Run 1, logic cells by family:
(4 px per um)
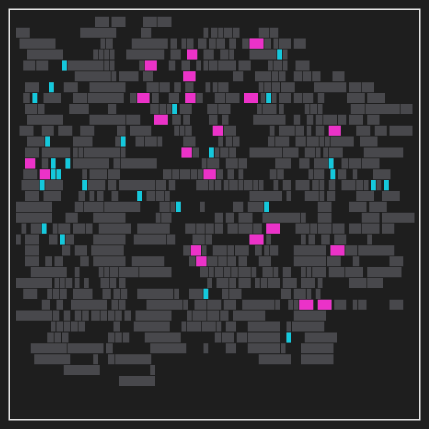
Run 1, track usage over the die:
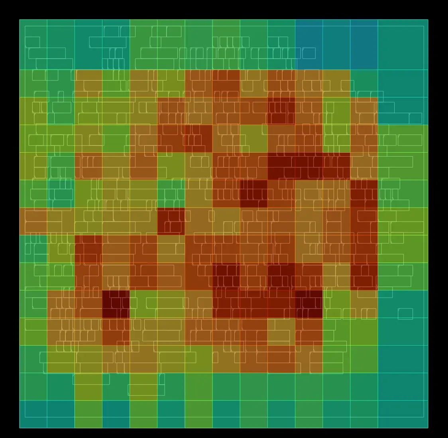
Run 1, M3 wires:
(3 px per um)
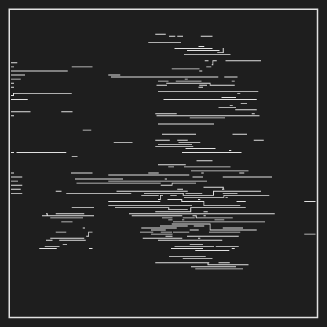
Run 1, the metal 2 layer:
(3 px per um) Cells faint in the background.
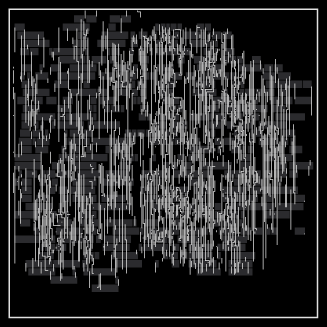
==> config.mk <==
export PLATFORM = sky130hd
export DESIGN_NAME = thread_sched
export DESIGN_NICKNAME = d
export VERILOG_FILES = /design/src/rtl/thread_sched.sv
export SDC_FILE = /design/constraint.sdc
export NUM_CORES = 1
export LEC_CHECK = 0
export CAP_MARGIN = 40
export CORE_UTILIZATION = 45
export DETAILED_ROUTE_END_ITERATION = 10
export GPL_ROUTABILITY_DRIVEN = 0
export GPL_TIMING_DRIVEN = 0
export PLACE_DENSITY = 0.66
export SYNTH_ARGS = -nofsm -noshare
export SYNTH_HDL_FRONTEND = slang
export SYNTH_SLANG_ARGS = --single-unit
==> constraint.sdc <==
create_clock -name CLK -period 6.9 [get_ports CLK]
set_input_delay 1.035 -clock CLK [delete_from_list [all_inputs] [get_ports CLK]]
set_output_delay 1.035 -clock CLK [all_outputs]
set_load 0.01 [all_outputs]
==> src/rtl/thread_sched.sv <==
// thread_sched: round-robin thread scheduler with ready bitmap.
// Issues one ready thread at a time over a valid/accept handshake.
//
// Ports:
//   CLK, rst_n    clock, async active-low reset
//   strict        1: only ptr may issue; 0: first ready at/after ptr
//   set_en/num    mark thread {core_ctx, seq} ready
//   issue_valid   issue_num is offered to the core
//   issue_num     offered thread
//   issue_rd      core accepts the offer
//   ptr           round-robin pointer
//   ready_count   number of ready threads
//   err           sticky bad-set flag
module thread_sched #(
  parameter int N_CORES = 4,
  parameter int N_CTX   = 2,
  parameter int N_SEQ   = 2,
  localparam int N_CC      = N_CORES * N_CTX,
  localparam int N_THREADS = N_CC * N_SEQ,
  localparam int CC_MSB  = (N_CC > 1) ? $clog2(N_CC) - 1 : 0,
  localparam int SEQ_MSB = $clog2(N_SEQ) - 1,
  localparam int TH_MSB  = CC_MSB + SEQ_MSB + 1,
  localparam int RC_MSB  = $clog2(N_THREADS + 1) - 1
) (
  input  logic              CLK,
  input  logic              rst_n,
  input  logic              strict,
  input  logic              set_en,
  input  logic [TH_MSB:0]   set_num,
  output logic              issue_valid,
  output logic [TH_MSB:0]   issue_num,
  input  logic              issue_rd,
  output logic [TH_MSB:0]   ptr,
  output logic [RC_MSB:0]   ready_count,
  output logic              err
);

  localparam int TW     = TH_MSB + 1;
  localparam int SW     = SEQ_MSB + 1;
  localparam int CCW    = CC_MSB + 1;
  localparam int RCW    = RC_MSB + 1;
  localparam int NT_PAD = 1 << TW;

  typedef enum logic [1:0] {
    S_SEARCH,
    S_OFFER,
    S_BUBBLE
  } state_e;

  state_e            state_q, state_d;
  logic [NT_PAD-1:0] ready_q, ready_d;
  logic [TW-1:0]     ptr_q, ptr_d;
  logic [TW-1:0]     num_q, num_d;
  logic              valid_q, valid_d;
  logic [RCW-1:0]    cnt_q, cnt_d;
  logic              err_q, err_d;

  logic              hit_found;
  logic [TW-1:0]     hit_num;
  logic [TW-1:0]     cur;
  logic              accept;
  logic              cc_ok;
  logic              same_x;
  logic              eff_set;

  // Canonical order: core_ctx fastest, seq advances on core_ctx wrap.
  function automatic logic [TW-1:0] nxt(input logic [TW-1:0] t);
    logic [CCW-1:0] cc;
    logic [SW-1:0]  sq;
    cc = t[TW-1:SW];
    sq = t[SW-1:0];
    if (cc == CCW'(N_CC - 1)) begin
      cc = '0;
      sq = sq + 1'b1;
    end else begin
      cc = cc + 1'b1;
    end
    return {cc, sq};
  endfunction

  // Single-cycle scan from ptr; strict mode looks at ptr only.
  always_comb begin
    hit_found = 1'b0;
    hit_num   = '0;
    cur       = ptr_q;
    if (strict) begin
      hit_found = ready_q[ptr_q];
      hit_num   = ptr_q;
    end else begin
      for (int i = 0; i < N_THREADS; i++) begin
        if (!hit_found && ready_q[cur]) begin
          hit_found = 1'b1;
          hit_num   = cur;
        end
        cur = nxt(cur);
      end
    end
  end

  assign accept = (state_q == S_OFFER) && issue_rd;
  assign cc_ok  = set_num[TW-1:SW] <= CCW'(N_CC - 1);
  assign same_x = accept && (set_num == num_q);

  // A set of the thread being accepted counts as effective: set wins.
  assign eff_set = set_en && cc_ok &&
                   (!ready_q[set_num] || same_x);

  always_comb begin
    ready_d = ready_q;
    if (accept) begin
      ready_d[num_q] = 1'b0;
    end
    if (eff_set) begin
      ready_d[set_num] = 1'b1;
    end
    cnt_d = cnt_q + RCW'(eff_set) - RCW'(accept);
    err_d = err_q | (set_en && !eff_set);
    ptr_d = accept ? nxt(num_q) : ptr_q;
  end

  always_comb begin
    state_d = state_q;
    valid_d = valid_q;
    num_d   = num_q;
    unique case (state_q)
      S_SEARCH: begin
        if (hit_found) begin
          valid_d = 1'b1;
          num_d   = hit_num;
          state_d = S_OFFER;
        end
      end
      S_OFFER: begin
        if (issue_rd) begin
          valid_d = 1'b0;
          state_d = S_BUBBLE;
        end
      end
      S_BUBBLE: begin
        state_d = S_SEARCH;
      end
      default: begin
        valid_d = 1'b0;
        state_d = S_SEARCH;
      end
    endcase
  end

  always_ff @(posedge CLK or negedge rst_n) begin
    if (!rst_n) begin
      state_q <= S_SEARCH;
      ready_q <= '0;
      ptr_q   <= '0;
      num_q   <= '0;
      valid_q <= 1'b0;
      cnt_q   <= '0;
      err_q   <= 1'b0;
    end else begin
      state_q <= state_d;
      ready_q <= ready_d;
      ptr_q   <= ptr_d;
      num_q   <= num_d;
      valid_q <= valid_d;
      cnt_q   <= cnt_d;
      err_q   <= err_d;
    end
  end

  assign issue_valid = valid_q;
  assign issue_num   = num_q;
  assign ptr         = ptr_q;
  assign ready_count = cnt_q;
  assign err         = err_q;

endmodule

==> results.txt, run 1 <==
The run has ended; figures from its reports follow.

The run finished with clean final reports. The signal arrival time at the worst endpoint is just under 7000 ps. In this run the tightest slew margin relative to its limit is about two fifths.

The required time of the critical path came out at 7070 ps. Entering global routing, the biggest net connects 34 pins. The yosys stat cell total is about 520. The synthesized instance count came out at ~520.

The initial detailed-routing violation count came out at approximately 520. The parity-gate share of the synthesized area counting xor and xnor cells came out at 7.33%. For this run, design rule violations remaining after detail routing come to 0.

The synthesis report names the predominant flop master as dfrtp_1. The number of iterations in the first detailed-routing pass came out at 5. The slew of the pin with the lowest slew margin came out at 881 ps. The post-detailed-placement half-perimeter wirelength came out at 10900 um. The time the final worst path needs with I/O delays and setup is between 6000 and 7000 ps. The clock tree from TritonCTS is yes. The row count came out at 36. The startpoint of the most critical register-to-register path is ptr[1]$_DFFE_PN0P_. The global-route wire length before repair is about 23000 um.
Back to the opening pictures, 'logic cells by family':
[cyan] inv cells | cells: 26 | most used: inv_1
[magenta] non-inverting ao/oa cells | cells: 21
fin cells: 682
most frequent logic cell in the layout: o21ai_0
logic gate fraction of the total cell area: 69.4%

Back to the opening pictures, 'track usage over the die':
wire length per cell after detailed routing: 21.1 um
met3 track utilization from global routing: 4.86%
most used routing layer: met2

Back to the opening pictures, 'M3 wires':
share of all routed wire: 10%
longest straight run: 48.3 um
nets with wire on the layer: 115
wire length on this layer: 1510 um
main direction: horizontal
overall via count from detail_route: 4556
final routed wirelength across all metal layers: 14400 um

Back to the opening pictures, 'the metal 2 layer':
share of all routed wire: 44%
main direction: vertical
longest straight run: 43.0 um
wire length on this layer: 6360 um
nets with wire on the layer: 489
M2 GR Usage: 44.1%

==> run 1: worst max-delay path: stages (launching register included) <==
cell      delay, ps
dfrtp_1         600
clkbuf_1        380
clkbuf_1        370
clkbuf_2        300
inv_1           170
ha_1            260
ha_1            390
ha_1            390
ha_1            190
xnor3_1         540
xnor2_2         350
mux4_2          640
nor4_1          470
and3_1          240
nand4_2         160
o311ai_4        510
mux2_4          350
o31a_1          100
==> run 1: final cells by class <==
| class | instances | area [um2] |
|---|---|---|
| Fill cell | 940 | 4780 |
| Multi-Input combinational cell | 427 | 3460 |
| Sequential cell | 33 | 826 |
| Timing Repair Buffer | 21 | 205 |
| Tap cell | 133 | 166 |
| Buffer | 35 | 146 |
| Inverter | 26 | 97.6 |
| Clock buffer | 7 | 86.3 |
==> run 1: how the worst min path moves through the flow <==
stage                                  startpoint                 endpoint  slack, ps
after floorplan            state_q[0]$_DFFE_PN0P_   state_q[0]$_DFFE_PN0P_        480
after global placement    issue_valid$_DFFE_PN0P_  issue_valid$_DFFE_PN0P_        460
after detailed placement            err$_DFF_PN0_            err$_DFF_PN0_        470
after CTS                           err$_DFF_PN0_            err$_DFF_PN0_        490
after global routing                err$_DFF_PN0_            err$_DFF_PN0_        520
final                               err$_DFF_PN0_            err$_DFF_PN0_        480
==> run 1: kinds of logic (layout without fill, tap and decap cells) <==
logic type,after synthesis,count (layout)
mux,63,63
xor+xnor,28,28
compound gates,153,153
fa+ha+maj,21,21
buf+inv,61,89
flops,33,33
simple gates,162,162
==> run 1: metrics by stage <==
stage,instance area [um2],util (%),cells,setup WS [ps]
final,4990,51.0,682,332
after global routing,4990,51.0,682,34.1
after CTS,4980,51.0,682,133
after detailed placement,4890,50.1,675,172
after global placement,4900,50.1,675,147
after floorplan,4520,-,521,1350
==> run 1: registers in the layout, summed over array words and instances, names as in the netlist <==
signal and cells:
ready_count 5, ready_q 16, state_q 2, ptr 4, issue_valid 1, err 1, issue_num 4
==> run 1: per-layer routing <==
layer	vias up	wire length (um)	global-route usage, %
li1	2032	-	-
met1	2169	5900	39.9
met3	55	1510	4.86
met5	-	0	0
met2	300	6360	44.1
met4	0	619	13.1
==> run 1: layout by cell type (no fill, tap or decap), types with 4 or more instances in the layout <==
cell,Yosys,layout
o21ai_0,55,55
clkdlybuf4s50_1,0,20
clkbuf_1,27,27
a211oi_1,8,8
nor2b_1,5,5
mux2_2,6,6
nor3_1,5,5
or2_2,9,9
mux2i_1,29,29
mux4_2,26,26
nand3b_1,5,5
or3_1,6,6
xnor2_1,17,16
nand2b_1,9,9
ha_1,20,20
dfrtp_1,33,33
a31oi_1,10,10
and2_1,4,4
nand4_1,7,7
nor4_1,6,6
xor2_1,5,5
inv_1,25,25
buf_1,4,4
nand3_1,11,11
a221oi_1,8,8
a21oi_1,22,22
o211ai_1,5,5
a21o_1,4,4
nand2_1,52,52
clkbuf_8,0,6
o21a_1,4,4
or3b_2,5,5
o221ai_1,5,5
nor2_1,25,25
==> run 1 -> run 2 <==
- RECOVER_POWER: unset -> 100
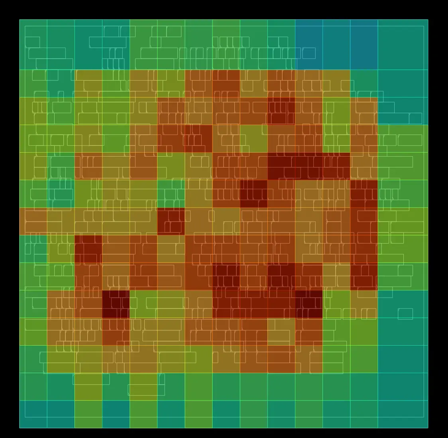
Run 2: track usage over the die
wire length per cell after detailed routing: 21.0 um
core utilization of the finished layout: 51.0%

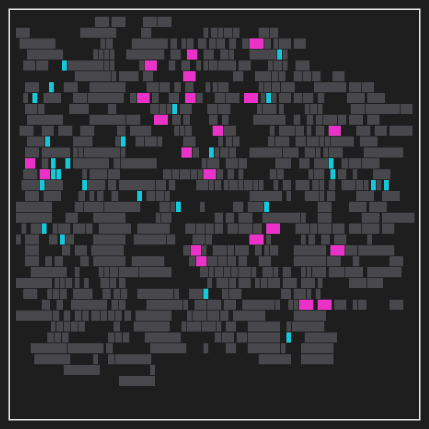
Run 2: logic cells by family
(4 px per um)
logic gate fraction of the total cell area: 69.4%

==> results.txt, run 2 <==
The run has ended; figures from its reports follow.

The number of max-cap violations is 1. The yosys stat cell total was 521 (unchanged). The total of fill cells in the finished design is 940 (unchanged).

The initial detailed-routing violation count is 478 (-8.1%). The instance area after placement is 0.00489 mm2 (unchanged). The highest-count logic cell in the final layout is o21ai_0.

Pins over their slew limit in the final report were tallied at 34. The number of iterations in the first detailed-routing pass is 5 (unchanged). The row count came out at 36 (unchanged). The worst-case setup slack after placement came out at 172 ps (unchanged). The flip-flop count of the largest register, all copies and words added came to 16 (unchanged). The total via count in the routed design came out at 4555 (-0.022%). The run finished, with violations left. The final reports fail on max-capacitance violations, max-slew violations. The required time of the critical path came out at 7070 ps (about the same).

The post-detailed-routing wire length came out at 14300 um (-0.30%). The post-detailed-placement half-perimeter wirelength came out at 10900 um (unchanged). The worst setup margin is 376 ps (+44.9 ps). The worst register-to-register path begins at ptr[1]$_DFFE_PN0P_. Ranked by flip-flop count, first place goes to ready_q.

The largest net degree at the start of global routing came to 34 (unchanged). The synthesized instance count was 521 (unchanged). The signal arrival time at the worst endpoint is 6690 ps (-50 ps).
run 2: cell counts after synthesis:
No cell type changed its count.
run 2: worst max-delay path, stage by stage, from the launching register on:
cell	delay (ps)
dfrtp_1	590
clkbuf_1	380
clkbuf_1	360
clkbuf_2	300
inv_1	170
ha_1	260
ha_1	390
ha_1	390
ha_1	190
xnor3_1	540
xnor2_2	350
mux4_2	640
nor4_1	460
and3_1	240
nand4_2	160
o311ai_4	510
mux2_4	350
o31a_1	100
run 2: area by class of cell:
cell class	instances	share of cell area (%)
well taps	133	3.34
inverters	26	1.96
plain buffers	35	2.93
flip-flops and latches	33	16.6
multi-input cells	427	69.4
repair buffers	21	4.09
clock buffers	7	1.73
run 2: worst min-delay path by stage:
stage | start | to | depth (start not counted) | slack, ps
2_1_floorplan | state_q[0]$_DFFE_PN0P_ | state_q[0]$_DFFE_PN0P_ | 2 | 480
3_3_place_gp | issue_valid$_DFFE_PN0P_ | issue_valid$_DFFE_PN0P_ | 2 | 460
3_5_place_dp | err$_DFF_PN0_ | err$_DFF_PN0_ | 1 | 470
4_1_cts | err$_DFF_PN0_ | err$_DFF_PN0_ | 1 | 490
5_1_grt | err$_DFF_PN0_ | err$_DFF_PN0_ | 1 | 510
6_report | err$_DFF_PN0_ | err$_DFF_PN0_ | 1 | 480
run 2: stage by stage:
stage	utilization (%)	instances	hold WS (ps)
after CTS	51.0	682	491
final	51.0	682	477
after global routing	51.0	682	511
after floorplan	-	521	482
after detailed placement	50.1	675	473
after global placement	50.1	675	462
run 2: cells by family after synthesis:
logic type | count (synthesis) | synth area share [%]
xor gates and xnor gates | 28 | 7.33
DFF | 33 | 18.3
buffers and inverters | 61 | 5.37
muxes | 63 | 21.8
and+or+nand+nor | 162 | 19.1
AOI/OAI and AO/OA | 153 | 22.2
adders and majority gates | 21 | 5.98
run 2: per-layer routing:
layer  global-route usage (%)  vias up  wire length, um
li1                         -     2032                -
met1                     39.9     2170             5800
met2                     44.1      298             6400
met3                     4.86       55             1550
met4                     13.1        0              592
met5                        0        -                0
==> run 2 -> run 3 <==
- CTS_CLUSTER_SIZE: unset -> 12
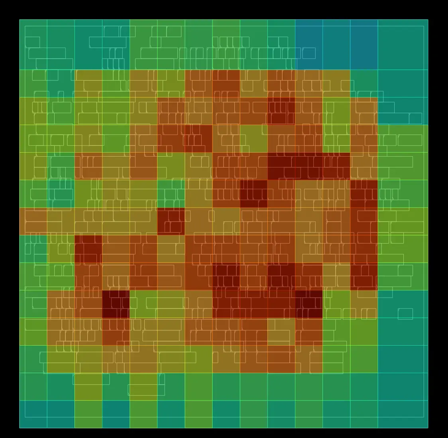
Run 3: track usage over the die
GRT Total Usage: 28.8%
met1 usage in global routing: 39.9%

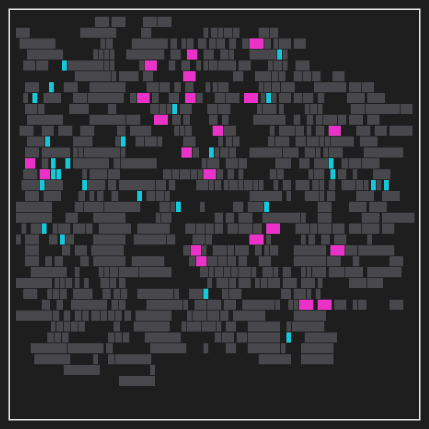
Run 3: logic cells by family
(4 px per um)
[cyan] inv cells | cells: 26 | most used: inv_1
[magenta] non-inverting ao/oa cells | cells: 21

==> results.txt, run 3 <==
The run has ended; figures from its reports follow.

The run finished, with violations left. The checks that failed: max-capacitance violations, max-slew violations. The signal arrival time at the worst endpoint came out at 6690 ps (about the same). On the worst setup and hold paths after CTS, the clock-pin slew comes to 60 ps. The post-detailed-placement half-perimeter wirelength is 10900 um (unchanged). The row count is 36 (unchanged). The number of iterations in the first detailed-routing pass came out at 5 (unchanged). The number of max-cap violations came out at 1 (unchanged).

The post-detailed-routing wire length came out at 14300 um (unchanged). The wire length per cell is 21.0 um (unchanged). The instance area after placement was 0.00489 mm2 (unchanged). The total of fill cells in the finished design came out at 940 (unchanged). The final report lists the setup-violating endpoint count as 0.

By count the netlist is led by o21ai_0 (55), nand2_1 (52), dfrtp_1 (33). The total via count in the routed design was 4555 (unchanged). The area growth from synthesis to layout is 10.3%.

The synthesized instance count came out at 521 (unchanged). The post-synthesis register bit count came out at 33. The largest stage delay on the critical path came out at 640 ps (about the same). Among logic cells in the layout, the one with the most instances is o21ai_0. The number of slew-limit violations in the final report came out at 34 (unchanged).

The yosys stat cell total came out at 521 (unchanged). The fraction of registers with async set/reset is 100%. The largest net degree at the start of global routing is 34 (unchanged). Setup repair after global routing left no endpoint under its margin. The critical path's slowest stage uses the library cell mux4_2. The initial detailed-routing violation count came out at 478 (unchanged). Ranked by flip-flop count, first place goes to ready_q. The most used cell along the critical path is ha_1. The floorplan core area is 0.00977 mm2.

The worst setup path is captured at a register. When the netlist entered floorplanning its net count stood at between 500 and 600. The cell sequence reported for the critical path is clkbuf_1 > clkbuf_1 > clkbuf_2 > inv_1 > ha_1 > ha_1 > ha_1 > ha_1 > xnor3_1 > xnor2_2 > mux4_2 > nor4_1 > and3_1 > nand4_2 > o311ai_4 > mux2_4 > o31a_1.

Per the post-synthesis stats, the area per cell is 8.68 um2. The flip-flop count of the largest register, all copies and words added is 16 (unchanged).
[run 3: area by class of cell]
type                    count  area, um2  share of cell area (%)
plain buffers              35        146                    2.93
clock buffers               7       86.3                    1.73
inverters                  26       97.6                    1.96
multi-input cells         427       3460                    69.4
flip-flops and latches     33        826                    16.6
well taps                 133        166                    3.34
repair buffers             21        204                    4.09
[run 3: timing repair]
item,4_1_cts,5_1_grt
setup endpoints to repair,0,6
resized,0,3
hold endpoints to repair,0,0
[run 3: logic make-up after synthesis]
kind of cell,Yosys count,share of synthesized area (%)
xor gates and xnor gates,28,7.33
and+or+nand+nor,162,19.1
adders and majority gates,21,5.98
DFF,33,18.3
AOI/OAI and AO/OA,153,22.2
buffers and inverters,61,5.37
muxes,63,21.8
[run 3: critical path: cells and delay by family, from the launching register on]
kind	cells	cell delay [ps]
flip-flops	1	590
buffers and inverters	4	1210
adder cells (fa/ha/maj)	4	1230
XOR/XNOR	2	890
multiplexers	2	990
AND/OR/NAND/NOR	3	860
AND-OR/OR-AND	2	610
[run 3: path summary, 6_finish.rpt]
path / from / to / slack [ps] / depth (start not counted)
setup / recovery: ptr[1]$_DFFE_PN0P_ / issue_num[0]$_DFFE_PN0P_ / 380 / 17
hold / removal: err$_DFF_PN0_ / err$_DFF_PN0_ / 480 / 1
setup reg to reg: ptr[1]$_DFFE_PN0P_ / issue_num[0]$_DFFE_PN0P_ / 380 / 17
hold reg to reg: err$_DFF_PN0_ / err$_DFF_PN0_ / 480 / 1
max in group asynchronous: rst_n / ready_q[1]$_DFF_PN0_ / 4690 / 1
min in group asynchronous: rst_n / ready_count[2]$_DFF_PN0_ / 1200 / 1
[run 3: per-stage QoR]
step | instances | utilization [%] | worst slack, ps | hold WS (ps)
finish | 682 | 51.0 | 376 | 477
global route | 682 | 51.0 | 37.4 | 511
CTS | 682 | 51.0 | 133 | 491
detailed placement | 675 | 50.1 | 172 | 473
global placement | 675 | 50.1 | 147 | 462
floorplan | 521 | - | 1350 | 482
[run 3: metal layers]
metal,vias to the layer above,GRT usage (%),wire length (um)
li1,2032,-,-
met1,2170,39.9,5800
met2,298,44.1,6400
met3,55,4.86,1550
met4,0,13.1,592
met5,-,0,0
